==> src/rtl/router_input_unit_pkg.sv <==
// Shared router definitions: direction/field widths, info codes, input-unit
// state encoding and flit field offsets.
package router_input_unit_pkg;

    localparam int DIRECTION         = 5;
    localparam int ROUTER_INFO_WIDTH = 2;
    localparam int ROUTER_ADDR_WIDTH = 8;

    typedef enum logic [ROUTER_INFO_WIDTH-1:0] {
        ROUTER_INFO_CONFIG = 2'd0,
        ROUTER_INFO_DATA   = 2'd1,
        ROUTER_INFO_REDUCE = 2'd2,
        ROUTER_INFO_GATHER = 2'd3
    } routeInfo_e;

    typedef enum logic [1:0] {
        IDLE   = 2'd0,
        ROUTE  = 2'd1,
        ACTIVE = 2'd2
    } iuState_e;

    // A flit is packed {info, addr, data} with info in the MSBs.
    function automatic int flitWidth(input int dataWidth);
        return ROUTER_INFO_WIDTH + ROUTER_ADDR_WIDTH + dataWidth;
    endfunction

    function automatic int addrLsb(input int dataWidth);
        return dataWidth;
    endfunction

    function automatic int infoLsb(input int dataWidth);
        return dataWidth + ROUTER_ADDR_WIDTH;
    endfunction

endpackage

==> src/rtl/router_input_unit_if.sv <==
// Bundle of the upstream link, routing-computer and switch-allocator signals
// seen by one router input unit.
interface router_input_unit_if #(
    parameter int DATA_WIDTH = 32
);
    import router_input_unit_pkg::*;

    localparam int FLIT_W = flitWidth(DATA_WIDTH);

    logic                         in_valid;
    logic                         in_ready;
    logic [FLIT_W-1:0]            in_flit;
    logic                         rc_en;
    logic [ROUTER_INFO_WIDTH-1:0] rc_route_info;
    logic [ROUTER_ADDR_WIDTH-1:0] rc_route_addr;
    logic [DIRECTION-1:0]         rc_route_port;
    logic [DIRECTION-1:0]         sa_req;
    logic [DIRECTION-1:0]         sa_grant;
    logic [FLIT_W-1:0]            out_flit;
    logic                         drop_pulse;

    // The environment (upstream, routing computer, allocator) drives the master side.
    modport master (
        output in_valid, in_flit, rc_route_port, sa_grant,
        input  in_ready, rc_en, rc_route_info, rc_route_addr, sa_req, out_flit, drop_pulse
    );

    modport slave (
        input  in_valid, in_flit, rc_route_port, sa_grant,
        output in_ready, rc_en, rc_route_info, rc_route_addr, sa_req, out_flit, drop_pulse
    );

endinterface

==> src/rtl/router_input_unit_fifo.sv <==
// Circular flit buffer with registered storage, wrapping pointers and an
// occupancy count; pushes while full and pops while empty are ignored.
module router_fifo #(
    parameter int DEPTH = 4,
    parameter int WIDTH = 42
) (
    input  logic                     clk,
    input  logic                     rst,
    input  logic                     i_push,
    input  logic                     i_pop,
    input  logic [WIDTH-1:0]         i_wdata,
    output logic [WIDTH-1:0]         o_rdata,
    output logic                     o_full,
    output logic                     o_empty,
    output logic [$clog2(DEPTH):0]   o_count
);
    localparam int PTR_W = $clog2(DEPTH);
    localparam logic [PTR_W:0] FULL_COUNT = (PTR_W + 1)'(DEPTH);

    logic [WIDTH-1:0] r_mem [DEPTH];
    logic [PTR_W-1:0] r_rdPtr;
    logic [PTR_W-1:0] r_wrPtr;
    logic [PTR_W:0]   r_count;
    logic             w_push;
    logic             w_pop;

    assign w_push  = i_push && !o_full;
    assign w_pop   = i_pop && !o_empty;
    assign o_full  = (r_count == FULL_COUNT);
    assign o_empty = (r_count == '0);
    assign o_count = r_count;
    assign o_rdata = r_mem[r_rdPtr];

    // Storage carries no reset; the count alone decides what is valid.
    always_ff @(posedge clk) begin
        if (w_push) begin
            r_mem[r_wrPtr] <= i_wdata;
        end
    end

    always_ff @(posedge clk) begin
        if (rst) begin
            r_rdPtr <= '0;
            r_wrPtr <= '0;
            r_count <= '0;
        end else begin
            if (w_push) begin
                r_wrPtr <= r_wrPtr + PTR_W'(1);
            end
            if (w_pop) begin
                r_rdPtr <= r_rdPtr + PTR_W'(1);
            end
            case ({w_push, w_pop})
                2'b10:   r_count <= r_count + (PTR_W + 1)'(1);
                2'b01:   r_count <= r_count - (PTR_W + 1)'(1);
                default: r_count <= r_count;
            endcase
        end
    end

endmodule

==> src/rtl/router_input_unit.sv <==
// Router input port stage: buffers flits, asks the routing computer for the
// head flit's outputs, then requests the switch allocator until all are granted.
module router_input_unit #(
    parameter int DEPTH      = 4,
    parameter int DATA_WIDTH = 32
) (
    input logic               clk,
    input logic               rst,
    router_input_unit_if.slave bus
);
    import router_input_unit_pkg::*;

    localparam int FLIT_W   = flitWidth(DATA_WIDTH);
    localparam int CNT_W    = $clog2(DEPTH) + 1;
    localparam int INFO_LSB = infoLsb(DATA_WIDTH);
    localparam int ADDR_LSB = addrLsb(DATA_WIDTH);

    logic                 w_push;
    logic                 w_pop;
    logic                 w_full;
    logic                 w_empty;
    logic [CNT_W-1:0]     w_count;
    logic [CNT_W-1:0]     w_countNext;
    logic                 w_moreAfter;
    logic [FLIT_W-1:0]    w_head;
    logic [DIRECTION-1:0] w_remain;
    logic                 w_routeDrop;
    logic                 w_allGranted;

    iuState_e             r_state;
    logic [DIRECTION-1:0] r_pending;
    logic [DIRECTION-1:0] r_saReq;
    logic                 r_rcEn;
    logic                 r_drop;

    router_fifo #(
        .DEPTH (DEPTH),
        .WIDTH (FLIT_W)
    ) u_fifo (
        .clk     (clk),
        .rst     (rst),
        .i_push  (w_push),
        .i_pop   (w_pop),
        .i_wdata (bus.in_flit),
        .o_rdata (w_head),
        .o_full  (w_full),
        .o_empty (w_empty),
        .o_count (w_count)
    );

    assign bus.in_ready      = !w_full;
    assign w_push            = bus.in_valid && !w_full;

    assign w_remain          = r_pending & ~bus.sa_grant;
    assign w_routeDrop       = (r_state == ROUTE) && (bus.rc_route_port == '0);
    assign w_allGranted      = (r_state == ACTIVE) && (w_remain == '0);
    assign w_pop             = (w_routeDrop || w_allGranted) && !w_empty;

    // Occupancy after this cycle's push and pop decides whether another flit follows.
    assign w_countNext       = w_count + CNT_W'(w_push) - CNT_W'(w_pop);
    assign w_moreAfter       = (w_countNext != '0);

    assign bus.rc_en         = r_rcEn;
    assign bus.sa_req        = r_saReq;
    assign bus.drop_pulse    = r_drop;
    assign bus.out_flit      = w_head;
    assign bus.rc_route_info = w_head[INFO_LSB +: ROUTER_INFO_WIDTH];
    assign bus.rc_route_addr = w_head[ADDR_LSB +: ROUTER_ADDR_WIDTH];

    // rc_en, sa_req and drop_pulse are registered against the next state so
    // they line up with the cycle the FSM actually spends in ROUTE/ACTIVE.
    always_ff @(posedge clk) begin
        if (rst) begin
            r_state   <= IDLE;
            r_pending <= '0;
            r_saReq   <= '0;
            r_rcEn    <= 1'b0;
            r_drop    <= 1'b0;
        end else begin
            r_rcEn  <= 1'b0;
            r_drop  <= 1'b0;
            r_saReq <= '0;
            case (r_state)
                IDLE: begin
                    if (w_moreAfter) begin
                        r_state <= ROUTE;
                        r_rcEn  <= 1'b1;
                    end
                end
                ROUTE: begin
                    r_pending <= bus.rc_route_port;
                    if (w_routeDrop) begin
                        r_drop <= 1'b1;
                        if (w_moreAfter) begin
                            r_state <= ROUTE;
                            r_rcEn  <= 1'b1;
                        end else begin
                            r_state <= IDLE;
                        end
                    end else begin
                        r_state <= ACTIVE;
                        r_saReq <= bus.rc_route_port;
                    end
                end
                ACTIVE: begin
                    r_pending <= w_remain;
                    if (w_allGranted) begin
                        if (w_moreAfter) begin
                            r_state <= ROUTE;
                            r_rcEn  <= 1'b1;
                        end else begin
                            r_state <= IDLE;
                        end
                    end else begin
                        r_saReq <= w_remain;
                    end
                end
                default: begin
                    r_state <= IDLE;
                end
            endcase
        end
    end

endmodule

==> src/flat_wrapper.sv <==
// flat-port wrapper written by rule: the top's interface ports become plain ports
module router_input_unit_flat import router_input_unit_pkg::*;
#(
    parameter int DEPTH      = 4,
    parameter int DATA_WIDTH = 32
)
  (clk, rst, bus_in_valid, bus_in_flit, bus_rc_route_port, bus_sa_grant, bus_in_ready, bus_rc_en, bus_rc_route_info, bus_rc_route_addr, bus_sa_req, bus_out_flit, bus_drop_pulse);
  router_input_unit_if #(.DATA_WIDTH(DATA_WIDTH)) bus_i ();
  input logic clk;
  input logic rst;
  input wire logic [$bits(bus_i.in_valid)-1:0] bus_in_valid;
  input wire logic [$bits(bus_i.in_flit)-1:0] bus_in_flit;
  input wire logic [$bits(bus_i.rc_route_port)-1:0] bus_rc_route_port;
  input wire logic [$bits(bus_i.sa_grant)-1:0] bus_sa_grant;
  output wire logic [$bits(bus_i.in_ready)-1:0] bus_in_ready;
  output wire logic [$bits(bus_i.rc_en)-1:0] bus_rc_en;
  output wire logic [$bits(bus_i.rc_route_info)-1:0] bus_rc_route_info;
  output wire logic [$bits(bus_i.rc_route_addr)-1:0] bus_rc_route_addr;
  output wire logic [$bits(bus_i.sa_req)-1:0] bus_sa_req;
  output wire logic [$bits(bus_i.out_flit)-1:0] bus_out_flit;
  output wire logic [$bits(bus_i.drop_pulse)-1:0] bus_drop_pulse;
  assign bus_i.in_valid = bus_in_valid;
  assign bus_i.in_flit = bus_in_flit;
  assign bus_i.rc_route_port = bus_rc_route_port;
  assign bus_i.sa_grant = bus_sa_grant;
  assign bus_in_ready = bus_i.in_ready;
  assign bus_rc_en = bus_i.rc_en;
  assign bus_rc_route_info = bus_i.rc_route_info;
  assign bus_rc_route_addr = bus_i.rc_route_addr;
  assign bus_sa_req = bus_i.sa_req;
  assign bus_out_flit = bus_i.out_flit;
  assign bus_drop_pulse = bus_i.drop_pulse;
  router_input_unit #(.DEPTH(DEPTH), .DATA_WIDTH(DATA_WIDTH)) u_core (.clk(clk), .rst(rst), .bus(bus_i));
endmodule
==> config.mk <==
export PLATFORM = sky130hd
export DESIGN_NAME = router_input_unit_flat
export DESIGN_NICKNAME = d
export VERILOG_FILES = /design/src/rtl/router_input_unit_pkg.sv /design/src/rtl/router_input_unit_if.sv /design/src/rtl/router_input_unit_fifo.sv /design/src/rtl/router_input_unit.sv /design/src/flat_wrapper.sv
export SDC_FILE = /design/constraint.sdc
export NUM_CORES = 1
export LEC_CHECK = 0
export ABC_AREA = 1
export CORE_MARGIN = 3
export CORE_UTILIZATION = 30
export DETAILED_ROUTE_END_ITERATION = 7
export SLEW_MARGIN = 25
export SYNTH_ARGS = -nofsm -noshare
export SYNTH_HDL_FRONTEND = slang
export SYNTH_SLANG_ARGS = --single-unit
==> constraint.sdc <==
create_clock -name clk -period 2.93 [get_ports clk]
set_input_delay 0.586 -clock clk [delete_from_list [all_inputs] [get_ports clk]]
set_output_delay 0.586 -clock clk [all_outputs]
set_load 0.01 [all_outputs]
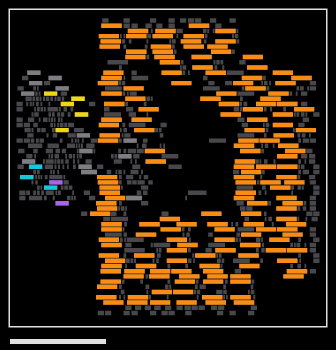
*Sequential cells coloured by netlist name, run 1*
Scale bar: 50 um. Other sequential cells in the stronger grey, the rest of the logic in the fainter grey.
colour	netlist name	flops
cyan	u_core.u_fifo.o_count	3
purple	u_core.u_fifo.r_rdPtr	2
orange	u_core.u_fifo.r_mem	168
yellow	u_core.r_pending	5

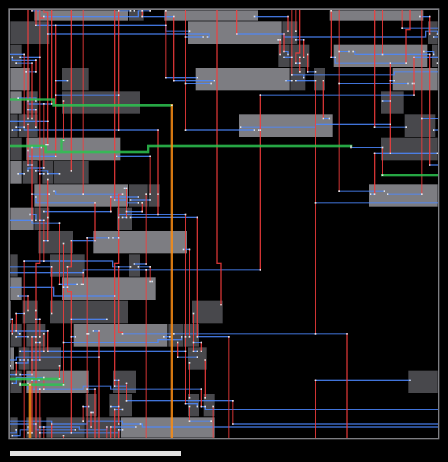
*Layout detail, run 1*
Scale bar: 20 um. Window x 57 to 107, y 90 to 140 um. Cells in grey, sequential cells in the stronger grey; small squares are vias.
colour	layer
orange	M4
blue	M1
green	M3
red	M2
cells with their middle in the window	57
most frequent	nor2_1 (11), edfxtp_1 (11), o21ai_0 (7)
sequential cells in the window	12
netlist names of flops here include	u_core.u_fifo.r_mem (11), u_core.u_fifo.r_wrPtr (1)

==> results.txt, run 1 <==
Summary of implementation figures.

Run status
The flow ran to the end, and the final reports show no timing, DRC or antenna violations.

Power
The switching portion of total power comes to approximately 27%. The net switching power is approximately 0.0019 W. In this run the power density over the cells is roughly 700 nW/um^2. The sum of internal, switching and leakage power is 0.00694 W. The total leakage power is between 3 and 4 nW. The share of total power dissipated in the clock network is 33.6%.

Place
The worst setup timing slack at the placement stage is -194 ps. The number of port buffers is 114. Per the gpl log, the routability congestion estimate is between 0.8 and 0.9.

GRT
The number of global-route vias before repair is around 4700. Global routing finished with a remaining overflow of 0. The layer with the highest usage after global routing is met2. Entering global routing, the biggest net connects about 85 pins. The met2 layer usage reported by global route is approximately a fifth. In the global route stage, met3 resource usage came out at slightly below 5%. The number of antenna violations at the first check in global routing came to 1.

Worst setup path
In the setup report, the worst path falls into the class reg2out. The peak fanout along the critical path is 42. The worst setup path is launched from a flop. STA classifies the critical path endpoint as a primary output. Walking the worst path, the cells encountered are inv_2 > buf_16 > o21ai_0 > o22ai_1 > clkdlybuf4s50_1.

Per the timing report, the most critical flop-to-flop path finishes at u_core.r_state[0]$_SDFFE_PP0P_. The worst path required time is approximately 2300 ps. The delay of the slowest critical-path stage is 590 ps.

The worst-path cell with the longest stage delay is clkdlybuf4s50_1. STA lists the startpoint of the worst register-to-register path as u_core.r_state[0]$_SDFFE_PP0P_.

Synthesis
The combined area of all synthesized cells is approximately 7500 sq um. Summing all multiplexer cells gives an area fraction of 0%. The cell-mix breakdown from Yosys lists the adder-cell area share as under 10%. The simple logic cell fraction of the synthesized area is about 8.4%. The instance tally after logic synthesis is about 580. The aoi/oai-family share of the synthesized area is a little under an eighth. In this run, synthesis inferred approximately 170 flip-flops with an integrated enable. The count of warnings emitted by yosys is 0. Yosys mapped the design onto 27 distinct sky130hd cell types.

The stat command in Yosys gives a chip area of 7540 sq um. The mean post-synth cell area is about 13 sq um. Per the synthesis report, the XOR/XNOR share of the synthesized area is less than 1%. The synthesized design contains 191 register bits.

Final timing
Setup repair after global routing left no endpoint under its margin. Measured against its own limit, the worst slew margin works out to a little under 70%. The total count of max-transition violations in the final report is 0. The transition time of the tightest slew-check pin is 467 ps. Setup violations remaining at the end of the flow were counted as 0.

Floorplanning
The chip area is 27100 sq um. The core region is 24500 sq um.

Route
The number of remaining DRC errors is 0. The detailed router placed about 4800 vias in this run. The number of routed nets with antenna violations is 0. The top layer reached by signal wires is met5. The iteration count of the initial detailed-routing pass is 4.

The wire length on met2 is about 8 mm.

Clock network
The total clock buffers created by CTS is 17. The post-CTS hold buffer count recorded in the log is 0. Looking at the post-CTS report, the setup buffer insertion count equals 0. Gates resized during post-CTS repair numbered 1. The maximum number of buffers from clock root to sink is 2.

Worst hold path
The hold path endpoint is u_core.u_fifo.o_count[2]$_SDFFE_PP0P_. The worst hold path begins at u_core.u_fifo.o_count[2]$_SDFFE_PP0P_. The path class of the tightest hold or removal check is reg2reg.

Layout
The share of layout cells above drive strength 1 is between 10 and 15%. For this run, the share of the core covered by cells in the final layout is ~40%.
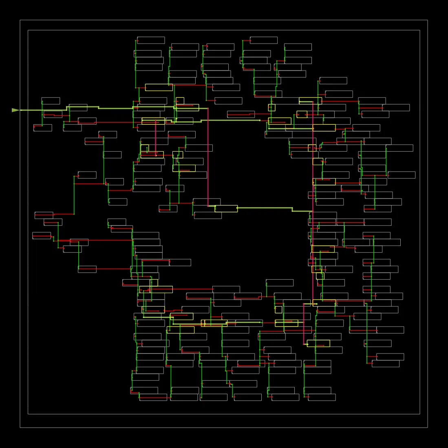
*Clock nets, run 1*
clock network power: 0.00234 W
Layout Skew: 11.7 ps

## run 1: cell families after synthesis
| kind of cell | after synthesis |
|---|---|
| DFF | 191 |
| xor gates and xnor gates | 1 |
| adders and majority gates | 13 |
| buffers and inverters | 68 |
| and+or+nand+nor | 150 |
| AOI/OAI and AO/OA | 158 |
## run 1: cell usage after synthesis (3+ instances only)
cell type / count / area share (%)
buf_4: 11 / 1.1
nor2_2: 3 / 0.25
o22ai_1: 42 / 3.5
buf_2: 5 / 0.33
edfxtp_1: 168 / 67
buf_6: 7 / 1.0
clkbuf_1: 15 / 0.75
inv_2: 5 / 0.25
o21ai_0: 74 / 4.9
nand4_1: 4 / 0.33
nand3_1: 11 / 0.73
a31oi_1: 5 / 0.41
a21oi_1: 15 / 0.99
inv_1: 24 / 1.2
o21ai_1: 21 / 1.4
nand2_1: 32 / 1.6
nor2_1: 96 / 4.8
dfxtp_1: 23 / 6.1
ha_1: 11 / 1.8
## run 1: state kept, by name (all words and copies together) (netlist names), named ones only
name / count
u_core.u_fifo.r_wrPtr: 2
u_core.u_fifo.r_mem: 168
u_core.bus.sa_req: 5
u_core.r_state: 2
u_core.bus.drop_pulse: 1
u_core.u_fifo.o_count: 3
u_core.r_pending: 5
u_core.bus.rc_en: 1
u_core.u_fifo.r_rdPtr: 2
## run 1: worst reg2reg max path, cell delays in order, from the launching register on
cell	delay (ps)
dfxtp_1	370
inv_1	90
ha_2	240
inv_2	140
nand2_4	70
nand3_4	80
inv_1	50
ha_1	260
inv_1	40
ha_1	180
fa_1	430
nor2_1	130
nand3_1	140
nand2_1	80
nand2_1	40
a21oi_1	120
nor2_1	50
## run 1: per-stage QoR
| step | instance area (sq um) | setup TNS, ps | cells | hold WS [ps] |
|---|---|---|---|---|
| CTS | 9710 | 0 | 1039 | 509 |
| detailed placement | 9100 | -472 | 1007 | 497 |
| finish | 9770 | 0 | 1041 | 515 |
| global placement | 9100 | -239 | 1007 | 490 |
| floorplan | 7540 | -2470 | 581 | 458 |
| global route | 9770 | 0 | 1041 | 547 |
## run 1: power groups by stage
stage / registers [W] / logic, W / clock network [W]
final: 0.00325 / 0.00135 / 0.00234
after detailed placement: 0.00332 / 0.00134 / 0
after global routing: 0.00327 / 0.00152 / 0.00252
after floorplan: 0.00330 / 0.000771 / 0
after CTS: 0.00326 / 0.00134 / 0.00240
after global placement: 0.00332 / 0.00132 / 0
## run 1: cell type report
class	count	area [sq um]
well taps	324	405
repair buffers	142	1420
fillers	2327	14800
clock inverters	15	179
clock buffers	17	425
inverters	30	114
multi-input cells	322	1720
flip-flops and latches	191	5510
## run 1: layout by cell type, fill, tap and decap left out, types with 2 or more instances in the layout
cell type	n
fa_1	2
dfxtp_4	2
clkinv_4	5
a21oi_1	15
nand4_1	4
nand2_1	32
bufinv_16	2
clkinvlp_4	2
o21ai_0	74
nor2_2	3
dfxtp_1	21
nor2_4	4
clkdlybuf4s50_1	114
inv_1	24
inv_8	5
ha_1	10
o22ai_1	42
buf_4	21
a31oi_1	5
edfxtp_1	168
nor2_1	92
buf_6	4
nand3_1	11
o21ai_1	21
inv_2	5
clkbuf_16	18
### Pin placement, run 1

Scale bar: 50 um. Pins as bars across the die edge, other pins in grey.
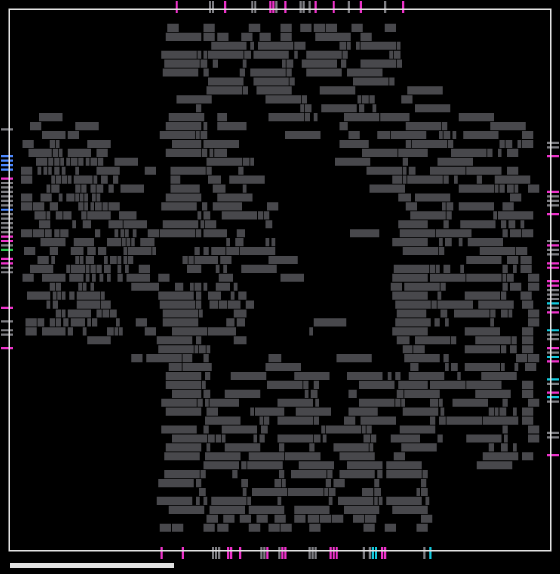

==> run 2, diff against run 1 <==
--- a/config.mk
+++ b/config.mk
@@ -9,6 +9,7 @@
 export CORE_MARGIN = 3
 export CORE_UTILIZATION = 30
 export DETAILED_ROUTE_END_ITERATION = 7
+export GPL_TIMING_DRIVEN = 0
 export SLEW_MARGIN = 25
 export SYNTH_ARGS = -nofsm -noshare
 export SYNTH_HDL_FRONTEND = slang
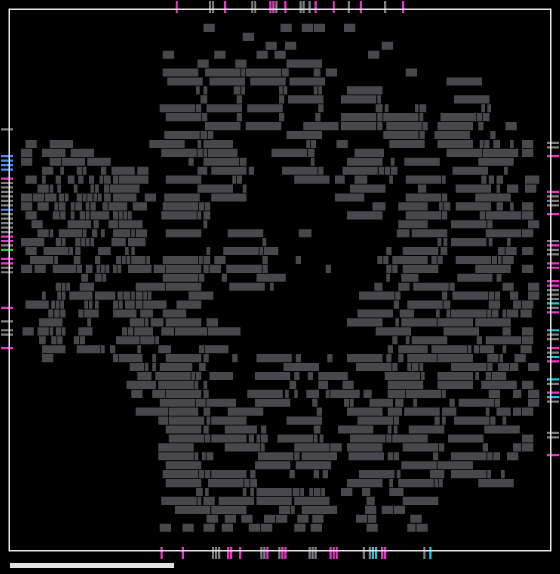
*Pin placement, run 2*
Scale bar: 50 um. Pins as bars across the die edge, other pins in grey.
colour	port	pins	direction	edge
blue	bus_sa_req	5	output	left
green	rst	1	input	left
magenta	bus_in_flit	42	input	13 bottom, 13 right, 9 top, 7 left
cyan	bus_rc_route_addr	8	output	5 right, 3 bottom
number of buffers inserted by port buffering: 114
die height: 165 um
horizontal die dimension: 165 um

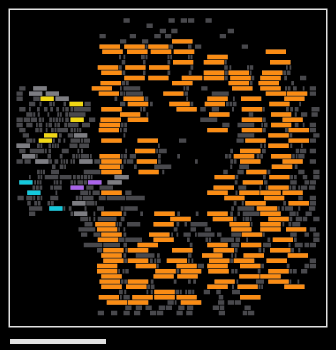
*Sequential cells coloured by netlist name, run 2*
Scale bar: 50 um. Other sequential cells in the stronger grey, the rest of the logic in the fainter grey.
colour	netlist name	flops
yellow	u_core.r_pending	5
cyan	u_core.u_fifo.o_count	3
orange	u_core.u_fifo.r_mem	168
purple	u_core.u_fifo.r_rdPtr	2
power attributed to sequential cells: 0.00324 W
storage element area: 5510 sq um
share of the core filled with cells: 40.7%
flop share of the area: 55.2%

==> run 2 against run 1 <==
  * Hold slack got worse by 10 ps
  * Highest routed layer unchanged
  * Clock-buffer cell count rose by 1
  * Area after synthesis did not move
  * Critical path type unchanged
  * Die area did not move
  * Non-clock buffer count rose by 18
  * Clock skew rose by 0.76 ps
==> results.txt, run 2 <==
Summary of implementation figures.

Place
The global placer's final weighted congestion is 0.821 (-1.8%). The total placed instance area is 9320 sq um (+2.4%).

Final timing
The top achievable clock speed is roughly 350 MHz. The worst slew margin relative to its limit is 63.4% (-5.4 points). The setup total negative slack is 0 ps (unchanged). The count of endpoints failing setup in the final report is 0 (unchanged).

The total count of max-transition violations in the final report was 0 (unchanged). Setup repair after global routing left no endpoint under its margin. The final critical path takes up slightly below 100% of the cycle. The transition time of the tightest slew-check pin is 547 ps (+80.2 ps).

Synthesis
Per the synth stats, the flop cell with the highest instance count is edfxtp_1. The cell with the most instances after synthesis is edfxtp_1. For reference, the top cells by count after synthesis are 168 x edfxtp_1, 96 x nor2_1, 74 x o21ai_0, 42 x o22ai_1, 32 x nand2_1. The mean post-synth cell area is 13.0 sq um (unchanged). The number of register bits inferred by synthesis was 191 (unchanged). The count of warnings emitted by yosys is 0 (unchanged). The post-synthesis cell count from yosys is 581.

The cell type that accounts for the most area after synthesis is edfxtp_1. The main area contributors are edfxtp_1 67%, dfxtp_1 6.1%, o21ai_0 4.9%. The combined area of all synthesized cells is 7540 sq um (unchanged).

The number of flops mapped to enable cells by yosys is 168 (unchanged). The post-synthesis cell type count is 27 (unchanged). The share of Yosys cell area claimed by the top area cell type is 66.9% (unchanged). The post-synthesis chip area from yosys is 7540 sq um (unchanged).

The instance tally after logic synthesis is 581 (unchanged).

Floorplanning
The chip area is 27100 sq um (unchanged). The number of standard-cell rows in the floorplan is about 57. The area of the placeable core is 24500 sq um (unchanged).

Power
The switching power share of the total is 27.9% (+0.86 points). The net switching power is 0.00192 W (+1.9%). The power share of the clock group is 31.6% (-2.0 points). The sum of internal, switching and leakage power came to 0.00686 W (-1.3%). The power density over the cells is 687 nW/um^2 (-3.4%).

Route
The number of remaining DRC errors was 0 (unchanged). The iteration count of the initial detailed-routing pass was 4 (unchanged). The total number of vias is 4911 (+2.6%).

Worst hold path
The path type of the worst min-delay path is reg2reg. For the worst min-delay path, the startpoint reported by OpenROAD is u_core.u_fifo.o_count[2]$_SDFFE_PP0P_. The hold path endpoint is u_core.u_fifo.o_count[2]$_SDFFE_PP0P_.

Worst setup path
The endpoint class of the critical path is a primary output. The worst path required time is 2340 ps (about the same). The critical path is of the reg2out type. The worst reg2reg path endpoint is u_core.r_state[0]$_SDFFE_PP0P_. The peak fanout along the critical path is 10 (-76%). The launch point of the worst register-to-register path is recorded as u_core.r_state[1]$_SDFFE_PP0P_. The worst setup path is launched from a flop.

Layout
The most common library cell in the layout ignoring fill and taps is edfxtp_1. The share of layout cells above drive strength 1 is 14.4% (+3.3 points). The flip-flop count of the largest register, all copies and words added is 168 (unchanged).

Leaving out fill and tap cells, the most frequent cells in the layout are 168 x edfxtp_1, 111 x clkdlybuf4s50_1, 91 x nor2_1. The final standard cell area without fillers is 9980 sq um (+2.2%). u_core.u_fifo.r_mem holds more flip-flops than any other register.

GRT
The number of global-route vias before repair was 4981 (+5.5%). The residual overflow from global routing was 0 (unchanged). The pin count of the biggest net entering global routing is 22 (-74%).

The number of antenna violations at the first check in global routing came to 1 (unchanged).

Run status
The flow ran to the end, and the final reports show no timing, DRC or antenna violations.

Clock network
The total clock buffers created by CTS is 17 (unchanged). The post-CTS setup buffer count was 0 (unchanged). The hold buffer count at cts is 0 (unchanged).
-- run 2: cells by family (layout without fill, tap and decap cells) --
group	count (synthesis)	after routing	synth area share, %
AND/OR/NAND/NOR	150	150	8.42
AND-OR/OR-AND	158	158	11.4
flip-flops	191	191	73.0
buffers and inverters	68	222	4.73
XOR/XNOR	1	1	0.116
adder cells (fa/ha/maj)	13	13	2.35
-- run 2: power groups by stage --
stage | clock network [W] | registers [W] | logic [W]
final | 0.00217 | 0.00324 | 0.00145
after detailed placement | 0 | 0.00329 | 0.00144
after global routing | 0.00233 | 0.00326 | 0.00161
after floorplan | 0 | 0.00330 | 0.000771
after global placement | 0 | 0.00331 | 0.00137
after CTS | 0.00223 | 0.00324 | 0.00145
-- run 2: how the worst max path moves through the flow --
stage,from,to,cells after the start
after floorplan,u_core.u_fifo.o_count[1]$_SDFFE_PP0P_,u_core.u_fifo.r_mem[0][0]$_DFFE_PP_,4
after global placement,bus_in_valid,u_core.u_fifo.r_mem[3][30]$_DFFE_PP_,3
after detailed placement,bus_rc_route_port[3],u_core.r_state[0]$_SDFFE_PP0P_,16
after CTS,flop,bus_out_flit[22],4
after global routing,flop,bus_rc_route_addr[3],8
final,flop,bus_rc_route_addr[0],8
-- run 2: area by class of cell --
| type | instances | area (sq um) |
|---|---|---|
| fillers | 2323 | 14600 |
| flip-flops and latches | 191 | 5510 |
| multi-input cells | 322 | 1780 |
| repair buffers | 122 | 1340 |
| clock buffers | 18 | 429 |
| well taps | 324 | 405 |
| plain buffers | 38 | 280 |
| clock inverters | 14 | 128 |
| inverters | 30 | 114 |
-- run 2: through the flow --
step	setup WS (ps)	instances	hold slack, ps	utilization, %
6_report	91.0	1059	505	40.7
5_1_grt	2.65	1059	538	40.7
4_1_cts	5.03	1059	508	40.4
3_5_place_dp	-278	1027	495	38.0
3_3_place_gp	-2080	1019	495	37.1
2_1_floorplan	-14.7	581	458	-
-- run 2: metal layers --
| metal | track usage, % | share of wire, % | vias to the layer above |
|---|---|---|---|
| met1 | 16.8 | 43 | 2362 |
| met5 | 0 | 0.11 | - |
| met2 | 21.6 | 48 | 130 |
| met4 | 4.50 | 1.4 | 2 |
| li1 | - | - | 2398 |
| met3 | 4.26 | 7.0 | 19 |
-- run 2: repair_timing --
item | in CTS | in global routing
setup endpoints to repair | 50 | 20
gates cloned | 0 | 0
resized | 19 | 22
pin swaps | 0 | 4
-- run 2: worst max-delay path: stages, from the launching register on --
cell and delay (ps):
dfxtp_2 350, buf_4 180, inv_2 90, buf_12 140, buf_8 140, nor2_1 40
o22ai_1 220, buf_4 150, clkdlybuf4s50_1 520
Power figures rest on the tool's default switching activity, not on a simulated workload.
